`config.mk`:
```
export PLATFORM = sky130hd
export DESIGN_NAME = latch_bank_writer
export DESIGN_NICKNAME = d
export VERILOG_FILES = /design/src/rtl/latch_bank_writer.sv
export SDC_FILE = /design/constraint.sdc
export NUM_CORES = 1
export LEC_CHECK = 0
export ABC_AREA = 0
export CAP_MARGIN = 30
export CORE_MARGIN = 8
export CORE_UTILIZATION = 32
export DETAILED_ROUTE_END_ITERATION = 8
export PLACE_DENSITY = 0.52
export SLEW_MARGIN = 20
export SYNTH_ARGS = -nofsm -noshare
export SYNTH_HDL_FRONTEND = slang
export SYNTH_SLANG_ARGS = --single-unit
```
`constraint.sdc`:
```
create_clock -name clk -period 5.55 [get_ports clk]
set_input_delay 1.11 -clock clk [delete_from_list [all_inputs] [get_ports clk]]
set_output_delay 1.11 -clock clk [all_outputs]
set_load 0.03 [all_outputs]
```
`src/rtl/latch_bank_writer.sv`:
```
// Write-side sequencer for a bank of 8-bit transparent latches: byte writes with
// setup/pulse/hold phasing on one-hot enables, plus a bank-wide clear strobe.
module latch_bank_writer #(
  parameter int unsigned N_LATCH   = 4,
  parameter int unsigned ADDR_W    = 2,
  parameter int unsigned SETUP_CYC = 1,
  parameter int unsigned PULSE_CYC = 2,
  parameter int unsigned HOLD_CYC  = 1
) (
  input  logic               clk,
  input  logic               rst,
  input  logic               in_valid,
  output logic               in_ready,
  input  logic [ADDR_W-1:0]  in_addr,
  input  logic [7:0]         in_data,
  input  logic               clr_req,
  output logic [7:0]         lat_d,
  output logic [N_LATCH-1:0] lat_en,
  output logic               lat_clr,
  output logic               busy,
  output logic               done,
  output logic               err
);

  typedef enum logic [2:0] {
    ST_IDLE,
    ST_SETUP,
    ST_PULSE,
    ST_HOLD,
    ST_CLEAR
  } state_t;

  localparam logic [7:0] SETUP_LD = 8'(SETUP_CYC - 1);
  localparam logic [7:0] PULSE_LD = 8'(PULSE_CYC - 1);
  localparam logic [7:0] HOLD_LD  = 8'(HOLD_CYC - 1);

  state_t               state_q;
  logic [7:0]           cnt_q;
  logic [ADDR_W-1:0]    addr_q;
  logic                 clr_pend_q;
  logic [7:0]           lat_d_q;
  logic [N_LATCH-1:0]   lat_en_q;
  logic                 lat_clr_q;
  logic                 done_q;
  logic                 err_q;

  logic [N_LATCH-1:0]   en_sel;
  logic                 addr_oor;
  logic                 phase_end;

  // Out-of-range addresses decode to all-zero enables.
  always_comb begin
    en_sel = '0;
    for (int unsigned i = 0; i < N_LATCH; i++) begin
      if (addr_q == ADDR_W'(i)) en_sel[i] = 1'b1;
    end
  end

  assign addr_oor  = (32'(addr_q) >= N_LATCH);
  assign phase_end = (cnt_q == '0);

  always_ff @(posedge clk or posedge rst) begin
    if (rst) begin
      state_q    <= ST_IDLE;
      cnt_q      <= '0;
      addr_q     <= '0;
      clr_pend_q <= 1'b0;
      lat_d_q    <= '0;
      lat_en_q   <= '0;
      lat_clr_q  <= 1'b0;
      done_q     <= 1'b0;
      err_q      <= 1'b0;
    end else begin
      done_q <= 1'b0;
      err_q  <= 1'b0;
      // Requests seen during an active clear fold into it; IDLE consumes the flag below.
      if (clr_req && state_q != ST_CLEAR) clr_pend_q <= 1'b1;
      if (state_q != ST_IDLE && !phase_end) cnt_q <= cnt_q - 8'd1;

      case (state_q)
        ST_IDLE: begin
          if (clr_pend_q || clr_req) begin
            state_q    <= ST_CLEAR;
            cnt_q      <= PULSE_LD;
            lat_d_q    <= '0;
            lat_clr_q  <= 1'b1;
            clr_pend_q <= 1'b0;
          end else if (in_valid) begin
            state_q <= ST_SETUP;
            cnt_q   <= SETUP_LD;
            lat_d_q <= in_data;
            addr_q  <= in_addr;
          end
        end
        ST_SETUP: begin
          if (phase_end) begin
            state_q  <= ST_PULSE;
            cnt_q    <= PULSE_LD;
            lat_en_q <= en_sel;
          end
        end
        ST_PULSE: begin
          if (phase_end) begin
            state_q  <= ST_HOLD;
            cnt_q    <= HOLD_LD;
            lat_en_q <= '0;
          end
        end
        ST_HOLD: begin
          if (phase_end) begin
            state_q <= ST_IDLE;
            done_q  <= 1'b1;
            err_q   <= addr_oor;
          end
        end
        ST_CLEAR: begin
          if (phase_end) begin
            state_q   <= ST_IDLE;
            lat_clr_q <= 1'b0;
            done_q    <= 1'b1;
          end
        end
        default: state_q <= ST_IDLE;
      endcase
    end
  end

  assign in_ready = (state_q == ST_IDLE) & ~clr_pend_q & ~clr_req & ~rst;
  assign busy     = (state_q != ST_IDLE);
  assign lat_d    = lat_d_q;
  assign lat_en   = lat_en_q;
  assign lat_clr  = lat_clr_q;
  assign done     = done_q;
  assign err      = err_q;

endmodule

```
### Met1 routing

Scale: 3 px per um. Supply wires on this layer in gray.
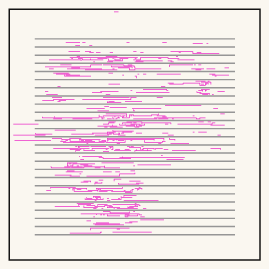
longest straight run: 22.5 um
nets with wire on the layer: 153
share of all routed wire: 46%
main direction: horizontal

### Metal 3

Scale: 6 px per um. Cells faint in the background.
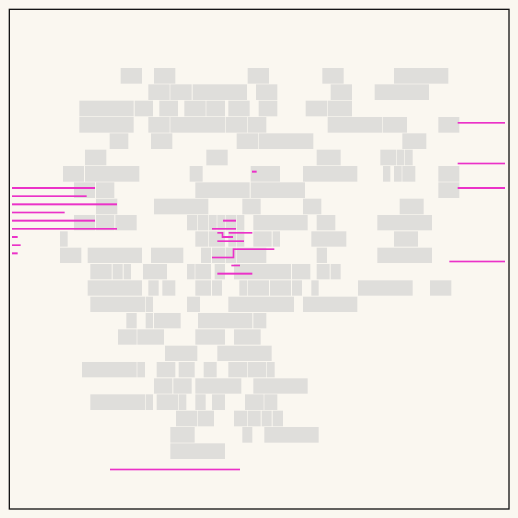
share of all routed wire: 5.6%
nets with wire on the layer: 20
wire length on this layer: 173 um

==> critical path: cells and delay by family <==
kind / cells / cell delay (ns)
AND/OR/NAND/NOR: 2 / 0.52
buffers and inverters: 2 / 1.15
==> metal layers <==
| layer | GRT usage [%] | share of wire (%) |
|---|---|---|
| met1 | 11.4 | 46 |
| met2 | 14.0 | 47 |
| met3 | 2.83 | 5.6 |
| met4 | 4.79 | 1.5 |
| met5 | 0 | 0 |
==> sequential cells by signal (all words and copies together) (netlist names) <==
name        cells
clr_pend_q      1
lat_clr         1
cnt_q           8
lat_en          4
lat_d           8
done            1
addr_q          2
state_q         3
==> reports/notes.md <==
## Worst setup path
- lat_en[3] — capture point of the worst reg-to-reg path
- clkdlybuf4s50_1 — critical-path cell with the highest stage delay
- primary output — Critical Path Sink Type
- 3.53 ns — setup slack on the worst flop-to-flop path
- 0.71 ns — slowest stage delay, CP
- clkdlybuf4s50_1 — critical path's most frequent cell
- 6 — path depth of the worst reg2reg path
- in_ready — destination of the critical timing path
- 4.44 ns — Critical Path RT
- clr_req — source of the critical timing path
- input pin — Critical Path Source Type
- 3 — critical-path maximum fanout
- cnt_q[0] — R2R Path Start
- 2.77 ns — Data arrival, critical path

## Synth
- 128 — post-synthesis cell count from yosys
- 0 — flip-flops with a built-in enable
- dfrtp_1 (28), nor2_1 (11), a22o_1 (8), a21oi_1 (7) — top cells by instance count after synthesis
- AND-OR/OR-AND gates — largest family of logic cells by area
- 128 — Syn Inst Count
- 4.70% — Multiplexer share
- dfrtp_1 — largest area contributor in the synthesized netlist
- 0.00144 mm2 — cell area after synthesis
- 0.00144 mm2 — synthesized chip area reported by yosys
- 28 — number of storage elements in the synthesis netlist
- 48.7% — sequential share of the synthesized area
- dfrtp_1 — Yosys top cell by instances
- 48.7% — Top cell area share
- 18.8% — fraction of the mapped netlist area in compound gates
- dfrtp_1 (49%), a22o_1 (4.9%), mux2_2 (4.7%), nor2_1 (2.9%), or3_1 (2.6%) — top cells, area
- 11.2 um2 — Synth Area per Inst
- dfrtp_1 — Dominant flop cell
- 100% — share of flip-flops with an asynchronous set or reset after synthesis
- 3.04% — xor and xnor fraction of the mapped netlist area
- 0 — Yosys warnings
- 18.6% — share of synthesized cell area in and, or, nand and nor gates
- 1.74% — share of synthesized cell area in full adder, half adder and majority cells
- 144 — Synthesized Nets

## Power and ir drop
- 341 uW — Net Switching
- 18.3% — relative contribution of the clock network to total power
- 478 mW/mm2 — cell area power density
- combinational logic — highest-power group
- 0.177 mV — VDD IR-drop max
- 0.790 nW — leakage dissipation
- 38.7% — switching fraction of total power
- 881 uW — Power Total
- 42.6% — share of total power in combinational logic
- 345 uW — Seq power

## Final timing
- 0.509 ns — Min Hold Slack
- 3.88 ns — clock period minus worst slack
- 1.67 ns — final worst slack
- 0.501 ns — actual transition at the worst max-transition pin
- 66.6% — Slew HR
- 0 — final setup violating endpoints
- false — RSZ-0062 raised after global routing
- 0.00148 ns — Worst Skew
- 0 ns — Total Negative Setup Slacks
- 258 MHz — Peak Freq
- 0 — number of hold violations in the final report

## Hold path
- lat_d[1] — hold path endpoint
- 1 — Hold Path Stages
- reg -> reg — type of the worst min-delay path
- lat_d[1] — worst hold path startpoint

## Die
- 83.1 um — die x size
- 24 — number of placement rows
- 31 — boundary pin count
- 83.1 um — die extent in y
- 33.0% — fp util
- 0.00435 mm2 — core footprint

## Layout
- 678 um2 — multi-input logic area
- clkdlybuf4s50_1 (29), dfrtp_1 (28), nor2_1 (11), a22o_1 (8), a21oi_1 (7) — highest-count cells in the layout ignoring fill and taps
- 3 — number of clock buffers in the layout
- clkdlybuf4s50_1 — most frequent standard cell in the layout excluding fill and tap cells
- 3.87% — Clock buffers and inverters, area share
- 30 — Non-clk bufs
- 209 — number of non-filler instances in the completed layout
- 701 um2 — area taken by flip-flops and latches
- 36.8% — fraction of area in multi-input gates
- 0.00184 mm2 — final std cell area, no fill
- 89 — number of multi-input logic gates
- 28.2% — Syn-to-layout area delta
- 28 — count of flip-flops and latches
- flip-flops and latches — cell kind with the greatest summed area
- 16.6% — Non-clock buffers, area share

## Placement
- 29 — count of buffers from port buffering
- 1.68 ns — pre-CTS setup slack
- 205 — Placed Cells
- 0.00177 mm2 — instance area after placement
- 0.764 — routability-driven placement congestion ratio
- 2.30 mm — post-detailed-placement half-perimeter wirelength

## Run
- 27 — Tool Warnings
- 0 — number of maximum-capacitance violations

## Global route
- 0 — overall overflow remaining after global route
- 0 — initial antenna violation count
- 1,051 — vias in the first global route

## CTS
- built — clock tree from TritonCTS
- 2 — maximum buffer depth of the clock tree
- 0 — post-cts gate resize count
- 0 — number of buffers inserted for hold repair after clock tree synthesis
- 28 — number of clock sinks
- 3 — clock buffers created by TritonCTS
- clkbuf_8 — Root Driver

## Routing
- 45 — number of design-rule violations left by the first detailed-router iteration
- 3.10 mm — final wirelength
- 14.8 um — WL/cell
- 5.18 — Via-to-Cell Ratio
- 0 — DRC violations left

## Status
- complete, no violations — status

Power is estimated from default activity; no workload was simulated.
